### src/rtl/tx_scheduler.sv
// Single-byte UART transmit scheduler: arbitrates three requesters (req[0] fixed
// priority, req[1]/req[2] round-robin), holds the byte through SEND, then enforces an idle GAP.
module tx_scheduler #(
    parameter int unsigned GAP_CYCLES     = 2,
    parameter int unsigned TIMEOUT_CYCLES = 4096
) (
    input  logic       clock,
    input  logic       reset,
    input  logic       script_mode,
    input  logic [2:0] req,
    input  logic [7:0] req_data_0,
    input  logic [7:0] req_data_1,
    input  logic [7:0] req_data_2,
    input  logic       tx_done,
    input  logic       clear_err,
    output logic [7:0] tx_bits,
    output logic       tx_valid,
    output logic [2:0] grant,
    output logic [2:0] done,
    output logic [1:0] cur_src,
    output logic       busy,
    output logic       timeout_err
);

    localparam int unsigned CNT_W = 16;
    localparam int unsigned GAP_W = 8;
    localparam logic [CNT_W-1:0] SEND_LAST = CNT_W'(TIMEOUT_CYCLES - 1);
    localparam logic [GAP_W-1:0] GAP_LAST  = GAP_W'(GAP_CYCLES - 1);
    localparam logic [1:0]       SRC_IDLE  = 2'd3;

    typedef enum logic [1:0] {
        ST_IDLE = 2'd0,
        ST_SEND = 2'd1,
        ST_GAP  = 2'd2
    } state_t;

    state_t           state_q, state_d;
    logic [CNT_W-1:0] send_cnt_q, send_cnt_d;
    logic [GAP_W-1:0] gap_cnt_q, gap_cnt_d;
    logic [7:0]       tx_bits_q, tx_bits_d;
    logic             tx_valid_q, tx_valid_d;
    logic [2:0]       grant_q, grant_d;
    logic [2:0]       done_q, done_d;
    logic [1:0]       cur_src_q, cur_src_d;
    logic             busy_q, busy_d;
    logic             err_q, err_d;
    // ptr_q = 0: requester 1 preferred on a 1/2 tie, 1: requester 2 preferred
    logic             ptr_q, ptr_d;
    // Low for the first edge after reset so no grant lands on that edge
    logic             armed_q, armed_d;

    logic             win_valid;
    logic [1:0]       win_idx;
    logic [7:0]       win_data;

    // Arbitration: req[0] absolute priority, round-robin between 1 and 2
    always_comb begin
        win_valid = |req;
        win_idx   = 2'd0;
        if (req[0]) begin
            win_idx = 2'd0;
        end else if (req[1] && req[2]) begin
            win_idx = ptr_q ? 2'd2 : 2'd1;
        end else if (req[1]) begin
            win_idx = 2'd1;
        end else begin
            win_idx = 2'd2;
        end
        case (win_idx)
            2'd0:    win_data = req_data_0;
            2'd1:    win_data = req_data_1;
            default: win_data = req_data_2;
        endcase
    end

    always_comb begin
        state_d    = state_q;
        send_cnt_d = send_cnt_q;
        gap_cnt_d  = gap_cnt_q;
        tx_bits_d  = tx_bits_q;
        tx_valid_d = tx_valid_q;
        grant_d    = 3'b000;
        done_d     = 3'b000;
        cur_src_d  = cur_src_q;
        busy_d     = busy_q;
        ptr_d      = ptr_q;
        armed_d    = 1'b1;
        err_d      = clear_err ? 1'b0 : err_q;

        case (state_q)
            ST_IDLE: begin
                if (armed_q && !script_mode && win_valid) begin
                    state_d    = ST_SEND;
                    send_cnt_d = '0;
                    tx_bits_d  = win_data;
                    tx_valid_d = 1'b1;
                    grant_d    = 3'b001 << win_idx;
                    cur_src_d  = win_idx;
                    busy_d     = 1'b1;
                    if (win_idx == 2'd1) begin
                        ptr_d = 1'b1;
                    end else if (win_idx == 2'd2) begin
                        ptr_d = 1'b0;
                    end
                end
            end
            ST_SEND: begin
                // tx_done takes precedence over a coinciding timeout
                if (tx_done) begin
                    state_d    = ST_GAP;
                    gap_cnt_d  = '0;
                    tx_valid_d = 1'b0;
                    done_d     = 3'b001 << cur_src_q;
                end else if (send_cnt_q == SEND_LAST) begin
                    state_d    = ST_GAP;
                    gap_cnt_d  = '0;
                    tx_valid_d = 1'b0;
                    err_d      = 1'b1;
                end else if (send_cnt_q != '1) begin
                    send_cnt_d = send_cnt_q + CNT_W'(1);
                end
            end
            ST_GAP: begin
                if (gap_cnt_q == GAP_LAST) begin
                    state_d   = ST_IDLE;
                    cur_src_d = SRC_IDLE;
                    busy_d    = 1'b0;
                end else begin
                    gap_cnt_d = gap_cnt_q + GAP_W'(1);
                end
            end
            default: begin
                state_d    = ST_IDLE;
                tx_valid_d = 1'b0;
                cur_src_d  = SRC_IDLE;
                busy_d     = 1'b0;
            end
        endcase
    end

    always_ff @(posedge clock) begin
        if (reset) begin
            state_q    <= ST_IDLE;
            send_cnt_q <= '0;
            gap_cnt_q  <= '0;
            tx_bits_q  <= 8'h00;
            tx_valid_q <= 1'b0;
            grant_q    <= 3'b000;
            done_q     <= 3'b000;
            cur_src_q  <= SRC_IDLE;
            busy_q     <= 1'b0;
            err_q      <= 1'b0;
            ptr_q      <= 1'b0;
            armed_q    <= 1'b0;
        end else begin
            state_q    <= state_d;
            send_cnt_q <= send_cnt_d;
            gap_cnt_q  <= gap_cnt_d;
            tx_bits_q  <= tx_bits_d;
            tx_valid_q <= tx_valid_d;
            grant_q    <= grant_d;
            done_q     <= done_d;
            cur_src_q  <= cur_src_d;
            busy_q     <= busy_d;
            err_q      <= err_d;
            ptr_q      <= ptr_d;
            armed_q    <= armed_d;
        end
    end

    assign tx_bits     = tx_bits_q;
    assign tx_valid    = tx_valid_q;
    assign grant       = grant_q;
    assign done        = done_q;
    assign cur_src     = cur_src_q;
    assign busy        = busy_q;
    assign timeout_err = err_q;

endmodule

### config.mk
export PLATFORM = sky130hd
export DESIGN_NAME = tx_scheduler
export DESIGN_NICKNAME = d
export VERILOG_FILES = /design/src/rtl/tx_scheduler.sv
export SDC_FILE = /design/constraint.sdc
export NUM_CORES = 1
export LEC_CHECK = 0
export CORE_MARGIN = 1.5
export CORE_UTILIZATION = 50
export CTS_CLUSTER_SIZE = 10
export DETAILED_ROUTE_END_ITERATION = 10
export PLACE_DENSITY = 0.83
export SLEW_MARGIN = 20
export SYNTH_ARGS = -nofsm -noshare
export SYNTH_HDL_FRONTEND = slang
export SYNTH_SLANG_ARGS = --single-unit
### constraint.sdc
create_clock -name clock -period 4.33 [get_ports clock]
set_input_delay 1.299 -clock clock [delete_from_list [all_inputs] [get_ports clock]]
set_output_delay 1.299 -clock clock [all_outputs]
set_load 0.01 [all_outputs]
==> run_1/clk_routes.png <==
(8 px per um)
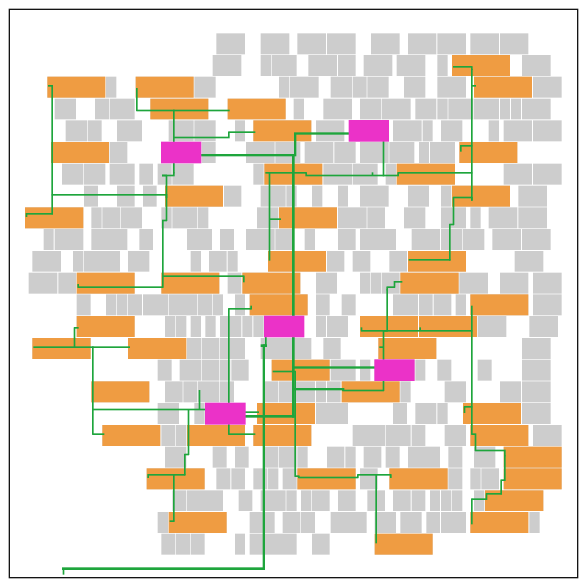
[orange] flip-flops | count: 47
[green] clock wires | length: 539 um
[magenta] clock drivers | count: 5
flops lie: spread over the die
latest clock arrival within the worst-skew pair: 0.31 ns
Clk power: 0.275 mW
final worst clock skew: 0.00776 ns

==> run_1/congestion.png <==
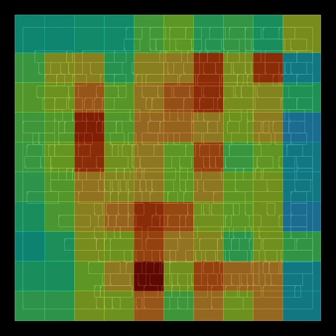
final cell utilization of the core: 0.659
met1 usage: 0.335
most utilized layer in the global route result: met2
grt met3 use: 0.0541
average detailed-routed wire length per instance: 15.2 um

==> run_1/placement_by_type.png <==
(6 px per um) Fill, decap, tap and diode cells in gray.
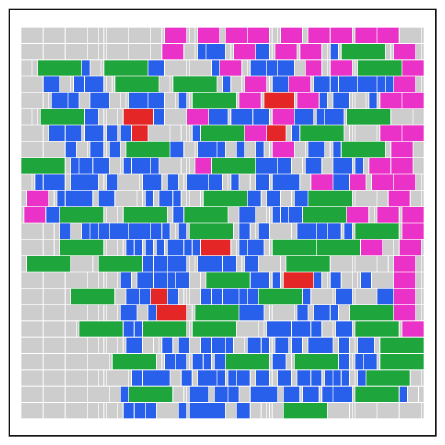
| color | class | cells | share of their area |
|---|---|---|---|
| blue | combinational and other logic | 209 | 45% |
| magenta | other buffers and delay cells | 53 | 19% |
| red | clock drivers and dummy loads | 8 | 3.3% |
| green | flops | 47 | 33% |
placeable core area: 0.00438 mm^2
post-route design area: 0.00289 mm^2
cell row count: 24

==> run notes, run 1 <==
Status of the implementation.

- Between the synthesized netlist and the finished layout, the area growth was recorded as 25.5%.
- The tool warning count for the run is 27.
- Max-slew check failures listed in the final report amount to 0.
- The antenna violation net count after detailed routing is 0, for reference.
- After synthesis, the design contains 271 cells according to Yosys.
- The internal cell power is around 0.62 mW, for reference.
- The number of distinct library cells after synthesis is 51, for reference.
- Routed signal wires occupy layers up through met4.
- The root buffer selected by CTS is sky130_fd_sc_hd__clkbuf_8, for reference.
- The number of hold buffers added after CTS was 0.
- The first global-routing pass estimated 9420 um of wire.
- The count of buffers inserted at the top-level ports is about 50, for reference.
- Yosys reports that the most numerous cell types are sky130_fd_sc_hd__dfxtp_1 (47), sky130_fd_sc_hd__nor2_1 (27), sky130_fd_sc_hd__nand2_1 (26).
- The finished layout holds between 300 and 400 standard cells, fillers aside.
- Ranking logic cells in the layout by count gives the top entries sky130_fd_sc_hd__clkdlybuf4s50_1 (50), sky130_fd_sc_hd__dfxtp_1 (47), sky130_fd_sc_hd__nor2_1 (27).
- Of the post-synthesis cell area, the dominant cell type holds 0.409.
- The sum of routed wire segments on met1 is approximately 2700 um, for reference.
- The number of detailed-routing iterations run before antenna repair is 5, for reference.
- In the synthesized netlist, the number of instances is about 270.
- The relative contribution of the clock network to total power is 0.326, for reference.
- The area taken by multi-input combinational cells is reported as roughly 0.0012 mm^2.
- The met2 track demand over resource in global routing is 0.347, for reference.
- After synthesis, the share of cell area in mux cells is 0.00870.
- After routing, the total negative slack on setup checks comes to 0 ns.
- The terminus of the critical flop-to-flop path is send_cnt_q[14]$_SDFFE_PP0P_, for reference.
- The worst hold path depth is 2, for reference.
- The number of nets in the layout is 352, for reference.
- The final critical path time including I/O delays and setup is between 3 and 4 ns, for reference.
- TritonCTS created 5 clock buffers.
- The largest net degree at the start of global routing is 24, for reference.
- The cell accounting for the most synthesized area is sky130_fd_sc_hd__dfxtp_1, for reference.
- The worst supply voltage drop on vdd is ~0.18 mV, for reference.
- The quantity of gates resized following cts is 0, for reference.
- The post-CTS setup-driven buffer insertion count is 0, for reference.
- Counting buffers and inverters, the worst setup path is 7 cells deep.
- The largest register by flop count is send_cnt_q, for reference.
- The non-clock buffer total of the final layout is roughly 53, for reference.
- Per STA, the worst path accumulates the most delay in the family simple AND/OR/NAND/NOR gates.
- Per the post-synthesis report, the nets total between 300 and 400.
- The complex-gate fraction of the synthesized area is 0.258, for reference.
- TritonCTS reports the number of clock sinks as ~47.
- The portion of the post-synthesis area used by sequential elements is 0.409, for reference.
- The most instantiated library cell after synthesis is sky130_fd_sc_hd__dfxtp_1, for reference.
- Per report_power, the Sequential row totals between 0.4 and 0.5 mW.
- The pre-CTS setup slack is 0.817 ns, for reference.
- The maximum achievable frequency is ~310 MHz, for reference.
- The overall power of the completed layout is around 0.84 mW, for reference.
- Counting both buffers and inverters, the worst setup path holds a total of 1.
- Per the OpenROAD floorplan log, the width of the die is between 70 and 80 um.
- Measured on the final layout, buffering overhead outside the clock network stands at 0.181.
- The layout contains a multi-input combinational cell count of about 200.
- Per the detailed placement report, the placed cell area equals about 0.0028 mm^2.
- In this run the worst hold path is classified as reg2reg.
- The total number of vias is approximately 2200, for reference.
- TritonCTS built the clock tree.
- After layout, the clock buffer instance count stands at 5.
- The largest contributor to cell area by class is logic gates, for reference.
- The fraction of layout instances using a drive strength above 1 is 0.0694, for reference.
- Per the CTS log, the buffer count on the longest clock path is 2.
- The flow ran to the end, and the final reports show no timing, DRC or antenna violations.
- The fraction of cell area in multi-input combinational cells is reported as 0.427.
- The sequential standard cell area is roughly 940 um^2, for reference.
- Measured in cells, the most critical reg-to-reg path has a length of 6.
- The post-route worst setup slack is roughly 1.1 ns, for reference.
- After its last routability iteration, the placer logged a weighted congestion of 0.832.
- The largest family of logic cells by area is AND-OR/OR-AND gates, for reference.
- Per the synth stats, the flop cell with the highest instance count is sky130_fd_sc_hd__dfxtp_1.
- The share of the clock period used by the worst path is 0.741, for reference.
- The switching power share of the total is 0.264, for reference.
==> run 2: changes to the inputs <==
CORE_UTILIZATION = 45   (was 50)
PLACE_DENSITY = 0.79   (was 0.83)
clock period = 2.8 ns   (was 4.33 ns; I/O delays follow)
==> run_2/clk_routes.png <==
(8 px per um)
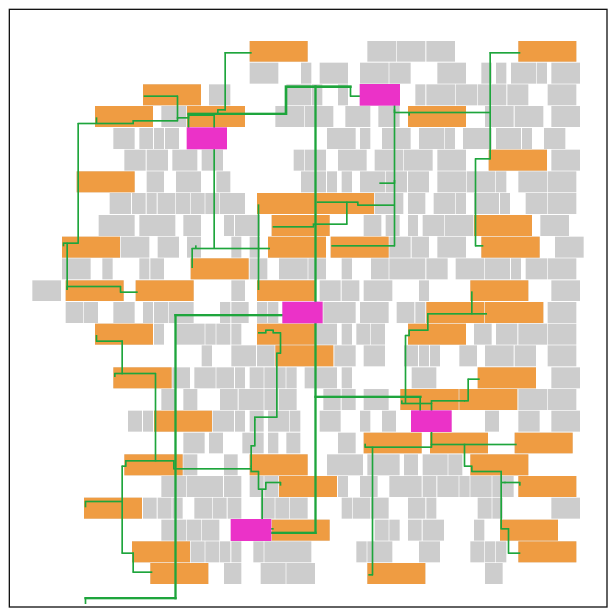
[magenta] clock drivers | count: 5
[green] clock wires | length: 583 um
[orange] flip-flops | count: 47
routed clock nets: 6
part of the total power dissipated in the clock network: 0.320
Clk power: 0.416 mW

==> run_2/placement_by_type.png <==
(6 px per um) Fill, decap, tap and diode cells in gray.
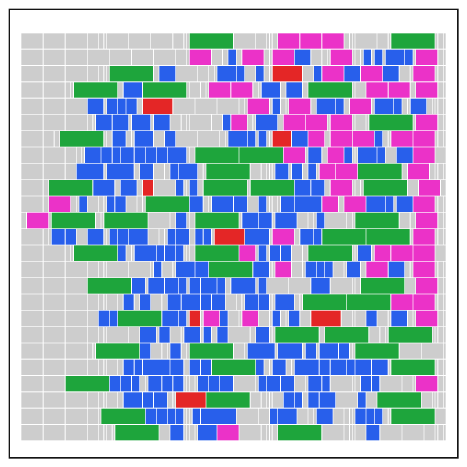
| color | class | cells | share of their area |
|---|---|---|---|
| magenta | other buffers and delay cells | 60 | 20% |
| green | flops | 47 | 33% |
| blue | combinational and other logic | 209 | 44% |
| red | clock drivers and dummy loads | 8 | 3.0% |
post-route design area: 0.00296 mm^2
cell row count: 25

==> run 2 against run 1 <==
  * Die size rose by 11%
  * Cell count rose by 6.0%
  * Hold slack got worse by 0.00066 ns
  * Non-clock buffer count rose by 7
  * Highest routed layer unchanged
  * Largest cell class unchanged
  * Via count rose by 2.8%
  * Synthesized cell count did not move
==> run notes, run 2 <==
Status of the implementation.

- The run finished with clean final reports.
- The number of stages on the worst setup path is 7, for reference.
- Per the post-synthesis report, the number of cells in the design is 271.
- The detail route stage leaves a number of antenna-violating nets equal to 0.
- The warning total across the stage logs is 27, for reference.
- The final count of hold timing violations is 0, for reference.
- The number of logic gates is roughly 200, for reference.
- Summed over all instances, the cell type with the most area after synthesis is sky130_fd_sc_hd__dfxtp_1.
- Per STA, the worst path accumulates the most delay in the family simple AND/OR/NAND/NOR gates.
- The final layout contains 359 nets.
- The report lists the number of cells resized after CTS as 0.
- After clock tree synthesis, the flow added hold-fix buffers numbering 0.
- The worst hold path depth is 2, for reference.
- Summing all flip-flop and latch instances after layout gives roughly 940 um^2.
- The layer flagged by global routing as most heavily used is met2.
- In the final routing, the length of wire on met1 measures 2720 um.
- After synthesis, the most frequently instantiated cells are sky130_fd_sc_hd__dfxtp_1 (47), sky130_fd_sc_hd__nor2_1 (27), sky130_fd_sc_hd__nand2_1 (26).
- The clock tree from TritonCTS is yes, for reference.
- The maximum achievable frequency is 397 MHz, for reference.
- The later-pin clock latency in the skew report is 0.31 ns, for reference.
- The total negative slack for setup checks is 0 ns, for reference.
- The wire length of the first global-routing pass is about 9400 um, for reference.
- The final critical path time including I/O delays and setup is approximately 2.5 ns, for reference.
- Per the final layout report, the fraction of cells sized above drive strength 1 comes to 0.0895.
- The CTS report gives the tree buffer count as 5.
- In the final routed layout, each cell accounts on average for around 15 um.
- The share of the clock period used by the worst path is 0.899, for reference.
- The worst reg-to-reg path cell count is 6, for reference.
- For this block, the via count after detailed routing is approximately 2300.
- Of the post-synthesis cell area, the part taken by muxes is 0.00870.
- The largest register by flop count is send_cnt_q, for reference.
- The most common flop cell mapped by yosys is sky130_fd_sc_hd__dfxtp_1, for reference.
- The largest contributor to cell area by class is logic gates, for reference.
- The largest net degree at the start of global routing is 17, for reference.
- The finished layout holds 391 standard cells, fillers aside.
- In this run the tool buffered the top-level ports with roughly 50 buffer cells.
- For the final database, setup skew stands at around 0.0028 ns.
- The finished layout reports a core utilization of 0.614.
- In this run the worst hold path is classified as reg2reg.
- Logged for this run, the post-placement worst setup slack is -0.0352 ns.
- The share of the synthesized area in the top cell type is 0.409, for reference.
- The power in sequential cells is just under 0.7 mW, for reference.
- In the placement report, post-DP HPWL is listed as between 4000 and 5000 um.
- The placed instances occupy a cell area of roughly 0.0029 mm^2.
- The largest family of logic cells by area is AND-OR/OR-AND gates, for reference.
- Summing all multi-input logic gate instances after layout gives 0.00123 mm^2.
- The non-clock buffer total of the final layout is around 60, for reference.
- The yosys stat cell total is 271, for reference.
- In this run, the synthesized area fraction spent on AND-OR/OR-AND gates is recorded as 0.258.
- The number of detailed-routing iterations run before antenna repair is 5, for reference.
- Counting both buffers and inverters, the worst setup path holds a total of 1.
- The design draws 1.30 mW.
- By instance count after routing, the leading logic cell types are sky130_fd_sc_hd__clkdlybuf4s50_1 (50), sky130_fd_sc_hd__dfxtp_1 (47), sky130_fd_sc_hd__nor2_1 (27).
- The clock buffers instantiated in the layout total 5.
- After layout, the worst setup slack is between 0.2 and 0.3 ns.
- Buffers added to address setup during post-CTS repair amount to 0.
- After its last routability iteration, the placer logged a weighted congestion of roughly 0.86.
- On met3, the global router reports a usage of 0.0447.
- The fraction of area in multi-input gates is 0.417, for reference.
- The number of distinct library cells after synthesis is 51, for reference.
- Between the synthesized netlist and the finished layout, the area growth was recorded as 28.4%.
- The terminus of the critical flop-to-flop path is send_cnt_q[14]$_SDFFE_PP0P_, for reference.
- The chip area estimate from yosys synthesis is between 0.002 and 0.0025 mm^2, for reference.
Power figures rest on the tool's default switching activity, not on a simulated workload.
